==> config.mk <==
export PLATFORM = sky130hd
export DESIGN_NAME = uart_src_arbiter
export DESIGN_NICKNAME = d
export VERILOG_FILES = /design/src/rtl/uart_src_arbiter.sv
export SDC_FILE = /design/constraint.sdc
export NUM_CORES = 1
export LEC_CHECK = 0
export CAP_MARGIN = 10
export CORE_MARGIN = 10
export CORE_UTILIZATION = 44
export DETAILED_ROUTE_END_ITERATION = 16
export PLACE_DENSITY = 0.81
export SLEW_MARGIN = 15
export SYNTH_ARGS = -nofsm -noshare
export SYNTH_HDL_FRONTEND = slang
export SYNTH_SLANG_ARGS = --single-unit
==> constraint.sdc <==
create_clock -name iCLOCK -period 3.69 [get_ports iCLOCK]
set_input_delay 0.738 -clock iCLOCK [delete_from_list [all_inputs] [get_ports iCLOCK]]
set_output_delay 0.738 -clock iCLOCK [all_outputs]
set_load 0.02 [all_outputs]
==> src/rtl/uart_src_arbiter.sv <==
// Round-robin front end that time-shares one UartSource frame transmitter
// between NREQ requesters, with a watchdog on the transmitter's done pulse.
module uart_src_arbiter #(
    parameter int NREQ    = 2,
    parameter int TIMEOUT = 65536,
    parameter int CNTW    = 32
) (
    input  logic                 iCLOCK,
    input  logic                 iNRESET,
    input  logic [NREQ-1:0]      iREQ,
    input  logic [64*NREQ-1:0]   iDATA,
    input  logic                 iSRC_DONE,
    output logic                 oSRC_EN,
    output logic [63:0]          oSRC_DATA,
    output logic [NREQ-1:0]      oGRANT,
    output logic [NREQ-1:0]      oACK,
    output logic [NREQ-1:0]      oERR,
    output logic                 oBUSY
);

    localparam int IW = (NREQ > 1) ? $clog2(NREQ) : 1;

    typedef enum logic [2:0] {
        ST_IDLE  = 3'd0,
        ST_LOAD  = 3'd1,
        ST_START = 3'd2,
        ST_WAIT  = 3'd3,
        ST_ACK   = 3'd4
    } state_t;

    state_t            state_r;
    state_t            state_s;
    logic [IW-1:0]     rr_r;
    logic [IW-1:0]     owner_r;
    logic [CNTW-1:0]   cnt_r;
    logic [IW-1:0]     win_s;
    logic [IW-1:0]     cand_s;
    logic              win_vld_s;
    logic              tmo_s;

    function automatic logic [NREQ-1:0] onehot(input logic [IW-1:0] idx);
        onehot = {{(NREQ-1){1'b0}}, 1'b1} << idx;
    endfunction

    assign tmo_s = (cnt_r == CNTW'(TIMEOUT - 1));

    // Round-robin pick: walk downward so the nearest request at or above rr wins.
    always_comb begin
        win_s     = rr_r;
        cand_s    = rr_r;
        win_vld_s = 1'b0;
        for (int i = NREQ - 1; i >= 0; i--) begin
            cand_s = IW'((int'(rr_r) + i) % NREQ);
            if (iREQ[cand_s]) begin
                win_s     = cand_s;
                win_vld_s = 1'b1;
            end else begin
                win_vld_s = win_vld_s;
            end
        end
    end

    // Next-state logic for the sequencer.
    always_comb begin
        state_s = state_r;
        case (state_r)
            ST_IDLE: begin
                if (win_vld_s) state_s = ST_LOAD;
                else           state_s = ST_IDLE;
            end
            ST_LOAD:  state_s = ST_START;
            ST_START: state_s = ST_WAIT;
            ST_WAIT: begin
                if (iSRC_DONE || tmo_s) state_s = ST_ACK;
                else                    state_s = ST_WAIT;
            end
            ST_ACK:   state_s = ST_IDLE;
            default:  state_s = ST_IDLE;
        endcase
    end

    // State register.
    always_ff @(posedge iCLOCK or negedge iNRESET) begin
        if (!iNRESET) state_r <= ST_IDLE;
        else          state_r <= state_s;
    end

    // Datapath and registered outputs, all derived from the upcoming state.
    always_ff @(posedge iCLOCK or negedge iNRESET) begin
        if (!iNRESET) begin
            rr_r      <= '0;
            owner_r   <= '0;
            cnt_r     <= '0;
            oSRC_EN   <= 1'b0;
            oSRC_DATA <= 64'h0;
            oGRANT    <= '0;
            oACK      <= '0;
            oERR      <= '0;
            oBUSY     <= 1'b0;
        end else begin
            oSRC_EN <= (state_s == ST_START);
            oBUSY   <= (state_s != ST_IDLE);
            if (state_r == ST_IDLE && state_s == ST_LOAD) begin
                owner_r   <= win_s;
                oGRANT    <= onehot(win_s);
                oSRC_DATA <= iDATA[64*int'(win_s) +: 64];
            end else if (state_r == ST_ACK) begin
                oGRANT <= '0;
                rr_r   <= (owner_r == IW'(NREQ - 1)) ? '0 : owner_r + {{(IW-1){1'b0}}, 1'b1};
            end
            if (state_r == ST_START) begin
                cnt_r <= '0;
            end else if (state_r == ST_WAIT && cnt_r != {CNTW{1'b1}}) begin
                cnt_r <= cnt_r + {{(CNTW-1){1'b0}}, 1'b1};
            end
            // A done pulse coinciding with the timeout counts as a clean completion.
            if (state_r == ST_WAIT && state_s == ST_ACK) begin
                oACK <= onehot(owner_r);
                oERR <= iSRC_DONE ? '0 : onehot(owner_r);
            end else begin
                oACK <= '0;
                oERR <= '0;
            end
        end
    end

endmodule

==> flow_metrics.py, run 1 <==
# Metrics from the implementation run
metrics = {
    "worst_hold_path": {
        "hold_class": "reg -> reg",
        "worstHoldPathCells": 2,
        "hold_start": "oSRC_DATA[26]",
    },
    "global_routing": {
        "grt_max_degree": 134,
        "grt_first_pass_wirelength_um": 25380,
        "grt_pass1_vias": 4893,
        "use_met3_pct": 7.279,
        "gr-usage-met1_pct": 21.07,
        "met2_usage_pct": 34.28,
        "grt_use_total_pct": 19.53,
    },
    "power_and_ir_drop": {
        "power_density_mw_per_mm2": 695.7,
        "power_frac_seq_pct": 35.0,
        "powerSeq_mw": 1.87,
        "p_int_mw": 3.235,
        "pg_clk_mw": 0.985,
        "top_power_group": "combinational cells",
        "swShare_pct": 39.46,
        "pwr-share-comb_pct": 46.6,
        "pg_comb_mw": 2.49,
        "p_clk_share_pct": 18.4,
    },
    "place": {
        "dpl_worst_slack_ns": 0.8418,
        "io_buffer_count": 204,
        "gp_congestion": 0.7975,
        "dp.cells": 849,
        "post_dp_cell_area_mm2": 0.007373,
        "hpwl_um": 12830,
    },
    "die": {
        "n_tap_cell": 143,
        "die_h_um": 128.1,
        "fp_util_pct": 45.00,
        "io_pins": 205,
    },
    "logic_synthesis": {
        "ys.flops": 109,
        "netlist_area_mm2": 0.005139,
        "synth_top_cell_by_count": "dfrtp_1",
        "ys_area_mm2": 0.005139,
        "fp_nets": 653,
        "postSynthSeqShare_pct": 53.08,
        "syn_avg_cell_area_um2": 9.901,
        "synth_cell_type_count": 39,
        "yosys.area.top_type": "dfrtp_1",
        "yosys.area_share.xor_xnor_pct": 1.875,
        "topCellsByArea": "dfrtp_1 (53%), mux2i_1 (13%), o21ai_0 (7.8%)",
        "ys_top_logic_family": "simple AND/OR/NAND/NOR gates",
    },
    "sta": {
        "fin_tns_setup_ns": 0,
        "fin_crit_sh_pct": 68.68,
        "fmax_ghz": 0.3946,
        "rsz0062_at_grt": "false",
        "skew_ns": 0.008601,
        "hold_ws_ns": 0.4783,
        "slew_viol_final": 0,
    },
    "cells_and_area": {
        "layout_top_cell": "clkdlybuf4s50_1",
        "fill_cells": 880,
        "regMostFlops": "oSRC_DATA",
        "clockNetworkAreaShare_pct": 4.007,
        "clock_buffers": 9,
        "inv_count": 8,
        "fin_nets": 851,
        "regArea_mm2": 0.002728,
        "drive_gt1_share_pct": 5.540,
        "seq_share_pct": 35.51,
        "reg_top3": "oSRC_DATA x64, cnt_r x32, state_r x3",
        "comb_cells": 371,
        "fin_util_pct": 67.27,
        "syn_to_final_growth_pct": 49.48,
        "flops": 109,
        "lay_top_cells": "clkdlybuf4s50_1 (203), dfrtp_1 (109), nand2_1 (84)",
    },
    "detailed_routing": {
        "dr_total_vias": 4616,
        "routed_wl_um": 16080,
        "ant_nets": 0,
        "highest_layer": "met4",
        "wire_per_inst_um": 18.58,
        "drtPass1Iterations": 4,
        "wl_met1_um": 6124,
        "viasPerCell": 5.336,
    },
    "status": {
        "status": "completed",
    },
    "cts": {
        "cts_sinks": 109,
        "worstSkewPairLatency_ns": 0.35,
        "clock_path_buffers": 2,
        "htreeDepth": 3,
        "clk_root_buffer_cell": "clkbuf_16",
        "cts_tree": "done",
        "cts_buffers": 9,
        "path_clk_slew_ns": 0.07,
        "post_cts_resized": 0,
    },
    "critical_path": {
        "reg2reg_slack_ns": 1.16,
        "cp.arrival_ns": 2.80,
        "endpoint_kind": "flop",
        "critPathSlowestCell": "or4_1",
        "path_buffers": 0,
        "r2r_cells": 6,
        "required_ns": 3.96,
        "r2r-end": "cnt_r[30]",
        "crit_path_start": "cnt_r[0]",
        "critPathLaunchType": "flop",
        "rr_startpoint": "cnt_r[0]",
        "criticalPathCategory": "reg -> reg",
        "crit_path_max_incr_delay_ns": 0.68,
        "path_cells": "ha_1, nand3_1, or4_1, a211o_1, or4_1, a21oi_1",
    },
    "run": {
        "maxCapViolCount": 0,
        "tool_warnings": 28,
    },
}
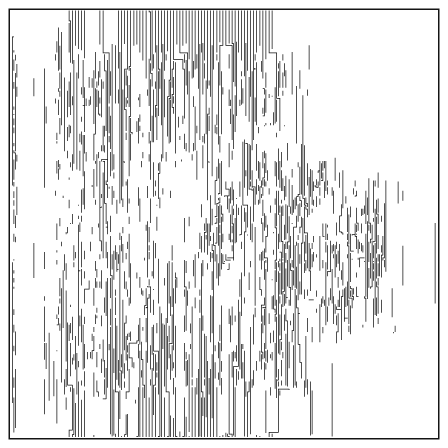
Fig. 1. The metal 2 layer (run 1).
share of all routed wire	52%
longest straight run	56.6 um
nets with wire on the layer	717

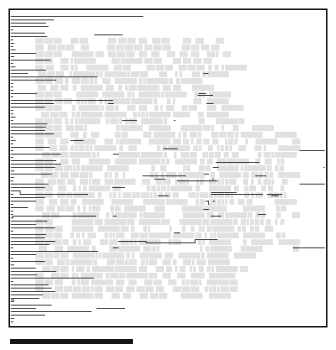
Fig. 2. Met3 routing (run 1).
The bar under the picture is 50 um long.
nets with wire on the layer	117
share of all routed wire	7.9%
main direction	horizontal
wire length on this layer	1270 um
longest straight run	53.4 um

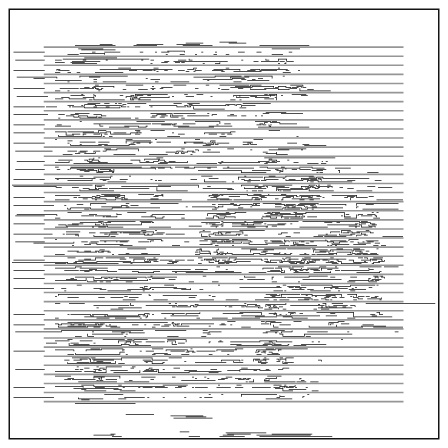
Fig. 3. M1 wires (run 1).
Supply wires on this layer in grey.
share of all routed wire	38%
wire length on this layer	6120 um
main direction	horizontal

==> run 1 -> run 2 <==
CORE_UTILIZATION = 40   (was 44)
PLACE_DENSITY = 0.78   (was 0.81)
clock period = 2.3 ns   (was 3.69 ns; I/O delays follow)
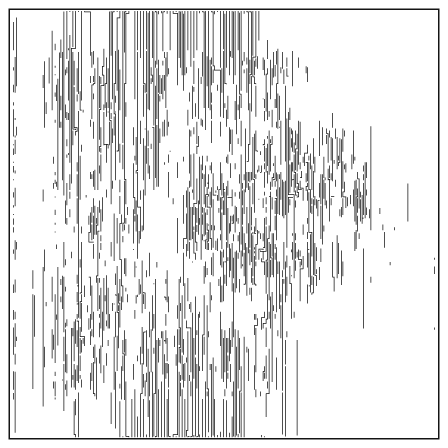
Fig. 4. The metal 2 layer (run 2).
main direction	vertical
nets with wire on the layer	730

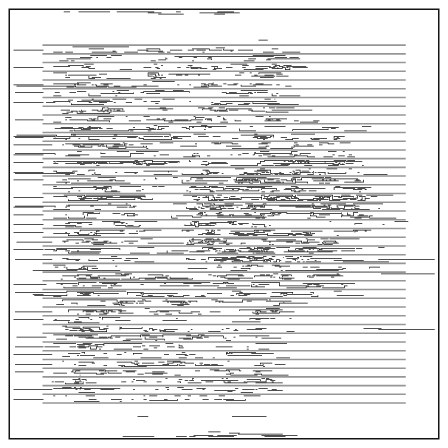
Fig. 5. M1 wires (run 2).
Supply wires on this layer in grey.
main direction	horizontal
share of all routed wire	37%

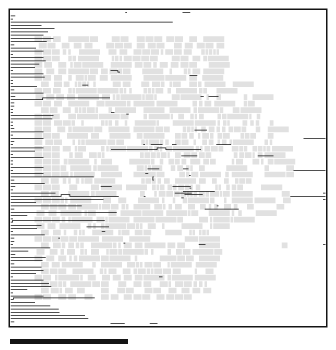
Fig. 6. Met3 routing (run 2).
The bar under the picture is 50 um long.
M3 GR Usage: 7.406%
via count: 4678
final WL: 16180 um

==> run 2 against run 1 <==
  * Hold slack got worse by 0.38 ns
  * Core utilization is 5.1 points lower
  * Combinational power grew 67%
  * Critical endpoint unchanged
  * First-iteration DRC count increased by 30%
==> flow_metrics.py, run 2 <==
# Metrics from the implementation run
metrics = {
    "cells_and_area": {
        "layout_top_cell": "clkdlybuf4s50_1",
        "syn_to_final_growth_pct": 52.74,
        "fin_nets": 862,
        "clock_buffers": 10,
        "inv_count": 8,
        "drive_gt1_share_pct": 7.231,
        "reg_top3": "oSRC_DATA x64, cnt_r x32, state_r x3",
        "fill_cells": 1042,
        "regArea_mm2": 0.002729,
        "fin_util_pct": 62.20,
        "flops": 109,
        "layout.nonclk_buf_share_pct": 29.33,
        "regMostFlops": "oSRC_DATA",
        "comb_cells": 371,
        "clockNetworkAreaShare_pct": 3.698,
        "lay_top_cells": "clkdlybuf4s50_1 (203), dfrtp_1 (108), nand2_1 (84)",
        "seq_share_pct": 34.77,
    },
    "logic_synthesis": {
        "yosys.area_share.xor_xnor_pct": 1.875,
        "netlist_area_mm2": 0.005139,
        "simple_gate_share_pct": 16.95,
        "syn-instance-count": 519,
        "synthArstFlopShare_pct": 100.0,
        "synthTopCellsByCount": "dfrtp_1 (109), nand2_1 (84), o21ai_0 (80), mux2i_1 (67), clkbuf_1 (22)",
        "topCellsByArea": "dfrtp_1 (53%), mux2i_1 (13%), o21ai_0 (7.8%)",
        "synth_cell_type_count": 39,
        "ys.flops": 109,
        "ys_area_mm2": 0.005139,
        "syn_avg_cell_area_um2": 9.901,
        "synth_top_cell_by_count": "dfrtp_1",
        "ys_top_logic_family": "simple AND/OR/NAND/NOR gates",
        "fp_nets": 653,
        "postSynthSeqShare_pct": 53.08,
        "yosys.area.top_type": "dfrtp_1",
    },
    "critical_path": {
        "path_cells": "ha_1, nand3_1, or4_1, a211o_1, or4_1, a21oi_2",
        "crit_end": "cnt_r[30]",
        "cp.arrival_ns": 2.50,
        "rr_startpoint": "cnt_r[0]",
        "endpoint_kind": "flop",
        "crit_top_cell": "or4_1",
        "path_buffers": 0,
        "r2r-end": "cnt_r[30]",
        "required_ns": 2.58,
        "critPathLaunchType": "flop",
        "criticalPathCategory": "reg -> reg",
        "crit_path_start": "cnt_r[0]",
        "critPathSlowestCell": "or4_1",
        "crit_path_max_incr_delay_ns": 0.54,
        "reg2reg_slack_ns": 0.08,
        "r2r_cells": 6,
    },
    "cts": {
        "post_cts_resized": 0,
        "cts_buffers": 9,
        "post-cts-setup-buffers": 0,
        "cts_sinks": 109,
        "cts_tree": "done",
        "htreeDepth": 3,
        "worstSkewPairLatency_ns": 0.36,
        "path_clk_slew_ns": 0.07,
        "clk_root_buffer_cell": "clkbuf_16",
        "clock_path_buffers": 2,
    },
    "sta": {
        "slew_viol_final": 0,
        "period_minus_slack_ns": 2.225,
        "rsz0062_at_grt": "false",
        "hold_viol_final": 0,
        "fmax_ghz": 0.4495,
        "skew_ns": 0.01005,
        "finalWorstSetupSlack_ns": 0.07527,
        "hold_ws_ns": 0.09556,
        "fin_crit_sh_pct": 96.73,
        "fin_tns_setup_ns": 0,
    },
    "die": {
        "n_tap_cell": 172,
        "io_pins": 205,
        "die_h_um": 133.3,
        "fp_util_pct": 40.72,
    },
    "global_routing": {
        "grt_first_pass_wirelength_um": 25590,
        "grt_pass1_vias": 4967,
        "gr-usage-met1_pct": 19.00,
        "top_usage_layer": "met2",
        "grt_max_degree": 77,
        "met2_usage_pct": 31.28,
        "grt_use_total_pct": 17.99,
    },
    "detailed_routing": {
        "wl_met1_um": 5992,
        "wire_per_inst_um": 17.88,
        "drtPass1Iterations": 4,
        "ant_nets": 0,
        "viasPerCell": 5.169,
        "highest_layer": "met4",
    },
    "place": {
        "dp.cells": 887,
        "gp_congestion": 0.8075,
        "dpl_worst_slack_ns": 0.06943,
        "io_buffer_count": 204,
        "post_dp_cell_area_mm2": 0.007537,
        "hpwl_um": 13110,
    },
    "power_and_ir_drop": {
        "top_power_group": "combinational cells",
        "pwr-share-comb_pct": 48.2,
        "power_density_mw_per_mm2": 1098,
        "powerSeq_mw": 2.95,
        "power_frac_seq_pct": 34.2,
        "pg_clk_mw": 1.51,
        "switchingPower_mw": 3.387,
        "swShare_pct": 39.30,
        "p_int_mw": 5.232,
        "p_clk_share_pct": 17.5,
        "pg_comb_mw": 4.16,
    },
    "worst_hold_path": {
        "hold_class": "in -> async",
    },
    "run": {
        "maxCapViolCount": 0,
        "tool_warnings": 26,
    },
    "status": {
        "status": "completed",
    },
}
==> run 2 -> run 3 <==
CORE_UTILIZATION = 44   (was 40)
PLACE_DENSITY = 0.81   (was 0.78)
clock period = 2.4 ns   (was 2.3 ns; I/O delays follow)
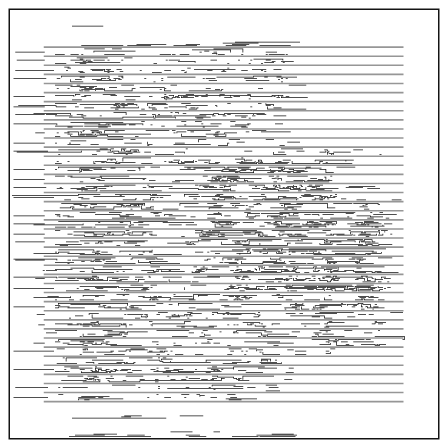
Fig. 7. M1 wires (run 3).
Supply wires on this layer in grey.
via count: 4653
final WL: 16420 um
met1 Resource Use GR: 20.57%

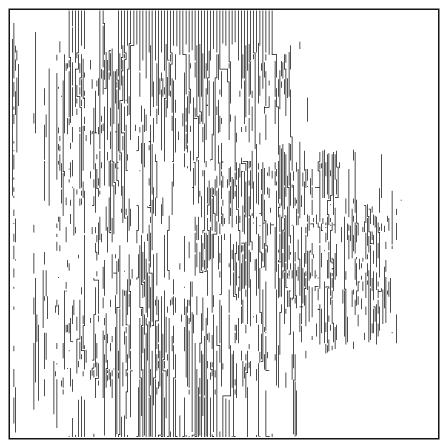
Fig. 8. The metal 2 layer (run 3).
share of all routed wire	54%
longest straight run	48.6 um
main direction	vertical

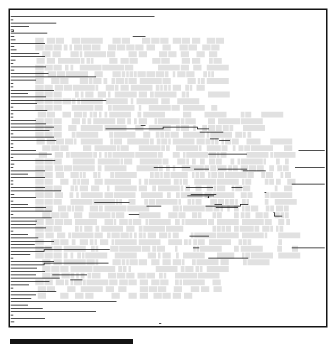
Fig. 9. Met3 routing (run 3).
The bar under the picture is 50 um long.
M3 GR Usage: 8.189%

==> run 3 against run 2 <==
  * Fmax decreased by 1.8%
  * Synthesized cell count unchanged
  * Highest routed layer unchanged
  * Final cell count fell by 4.4%
  * Largest power group unchanged
  * Clock-buffer cell count shrank 1
  * Sequential share of layout area up 0.44 points
  * Hold slack got worse by 0.013 ns
  * Global-route usage is 1.8 points higher
  * First-iteration DRC count decreased by 32%
  * Sequential cell count stayed put
==> flow_metrics.py, run 3 <==
# Metrics from the implementation run
metrics = {
    "power_and_ir_drop": {
        "power_frac_seq_pct": 34.5,
        "powerSeq_mw": 2.87,
        "pg_clk_mw": 1.59,
        "switchingPower_mw": 3.312,
        "pg_comb_mw": 3.86,
        "swShare_pct": 39.75,
        "power_density_mw_per_mm2": 1075,
        "top_power_group": "combinational cells",
        "p_clk_share_pct": 19.1,
    },
    "critical_path": {
        "critPathLaunchType": "flop",
        "path_cells": "ha_4, nand3_2, or4_1, a211o_1, or4_1, a21oi_2",
        "crit_end": "cnt_r[30]",
        "required_ns": 2.69,
        "cp.arrival_ns": 2.55,
        "crit_path_max_incr_delay_ns": 0.55,
        "critPathSlowestCell": "or4_1",
        "crit_path_start": "cnt_r[0]",
        "reg2reg_slack_ns": 0.13,
        "endpoint_kind": "flop",
        "criticalPathCategory": "reg -> reg",
        "rr_startpoint": "cnt_r[0]",
        "crit_top_cell": "or4_1",
        "path_buffers": 0,
    },
    "cts": {
        "cts_tree": "done",
        "path_clk_slew_ns": 0.08,
        "post-cts-setup-buffers": 0,
        "post_cts_resized": 0,
        "clock_path_buffers": 2,
        "htreeDepth": 3,
        "worstSkewPairLatency_ns": 0.36,
        "cts_buffers": 9,
        "cts_sinks": 109,
        "clk_root_buffer_cell": "clkbuf_16",
    },
    "cells_and_area": {
        "clock_buffers": 9,
        "syn_to_final_growth_pct": 50.77,
        "layout.nonclk_buf_share_pct": 28.17,
        "comb_cells": 371,
        "lay_top_cells": "clkdlybuf4s50_1 (203), dfrtp_1 (109), nand2_1 (84)",
        "fin_util_pct": 67.85,
        "regMostFlops": "oSRC_DATA",
        "reg_top3": "oSRC_DATA x64, cnt_r x32, state_r x3",
        "inv_count": 8,
        "drive_gt1_share_pct": 5.817,
        "regArea_mm2": 0.002728,
        "clockNetworkAreaShare_pct": 4.264,
        "fin_nets": 851,
        "fill_cells": 849,
        "seq_share_pct": 35.21,
        "layout_top_cell": "clkdlybuf4s50_1",
    },
    "detailed_routing": {
        "ant_nets": 0,
        "viasPerCell": 5.379,
        "drtPass1Iterations": 4,
        "route.met2.wl_um": 8906,
        "wire_per_inst_um": 18.98,
        "wl_met1_um": 5933,
        "highest_layer": "met4",
    },
    "logic_synthesis": {
        "synth_top_cell_by_count": "dfrtp_1",
        "synthArstFlopShare_pct": 100.0,
        "synthTopCellsByCount": "dfrtp_1 (109), nand2_1 (84), o21ai_0 (80), mux2i_1 (67), clkbuf_1 (22)",
        "postSynthSeqShare_pct": 53.08,
        "syn_avg_cell_area_um2": 9.901,
        "yosys.area.top_type": "dfrtp_1",
        "ys_area_mm2": 0.005139,
        "yosys.area_share.xor_xnor_pct": 1.875,
        "ys.flops": 109,
        "fp_nets": 653,
        "syn-instance-count": 519,
        "synth_cell_type_count": 39,
        "netlist_area_mm2": 0.005139,
        "simple_gate_share_pct": 16.95,
    },
    "place": {
        "gp_congestion": 0.8788,
        "dpl_worst_slack_ns": 0.05064,
        "dp.cells": 849,
        "io_buffer_count": 204,
        "post_dp_cell_area_mm2": 0.007396,
    },
    "run": {
        "tool_warnings": 26,
    },
    "status": {
        "status": "completed",
    },
    "sta": {
        "hold_ws_ns": 0.08289,
        "slew_viol_final": 0,
        "skew_ns": 0.008759,
        "fmax_ghz": 0.4413,
        "fin_crit_sh_pct": 94.41,
        "period_minus_slack_ns": 2.266,
        "finalWorstSetupSlack_ns": 0.1342,
        "fin_tns_setup_ns": 0,
        "hold_viol_final": 0,
        "rsz0062_at_grt": "false",
    },
    "die": {
        "die_h_um": 128.1,
        "io_pins": 205,
        "n_tap_cell": 143,
        "fp-row-count": 39,
    },
    "global_routing": {
        "grt_max_degree": 99,
        "grt_use_total_pct": 19.82,
        "top_usage_layer": "met2",
        "grt_pass1_vias": 5047,
        "met2_usage_pct": 35.87,
        "grt_first_pass_wirelength_um": 25960,
    },
    "worst_hold_path": {
        "hold_class": "in -> async",
    },
}
No activity file was given, so power comes from the tool's default toggle rates.
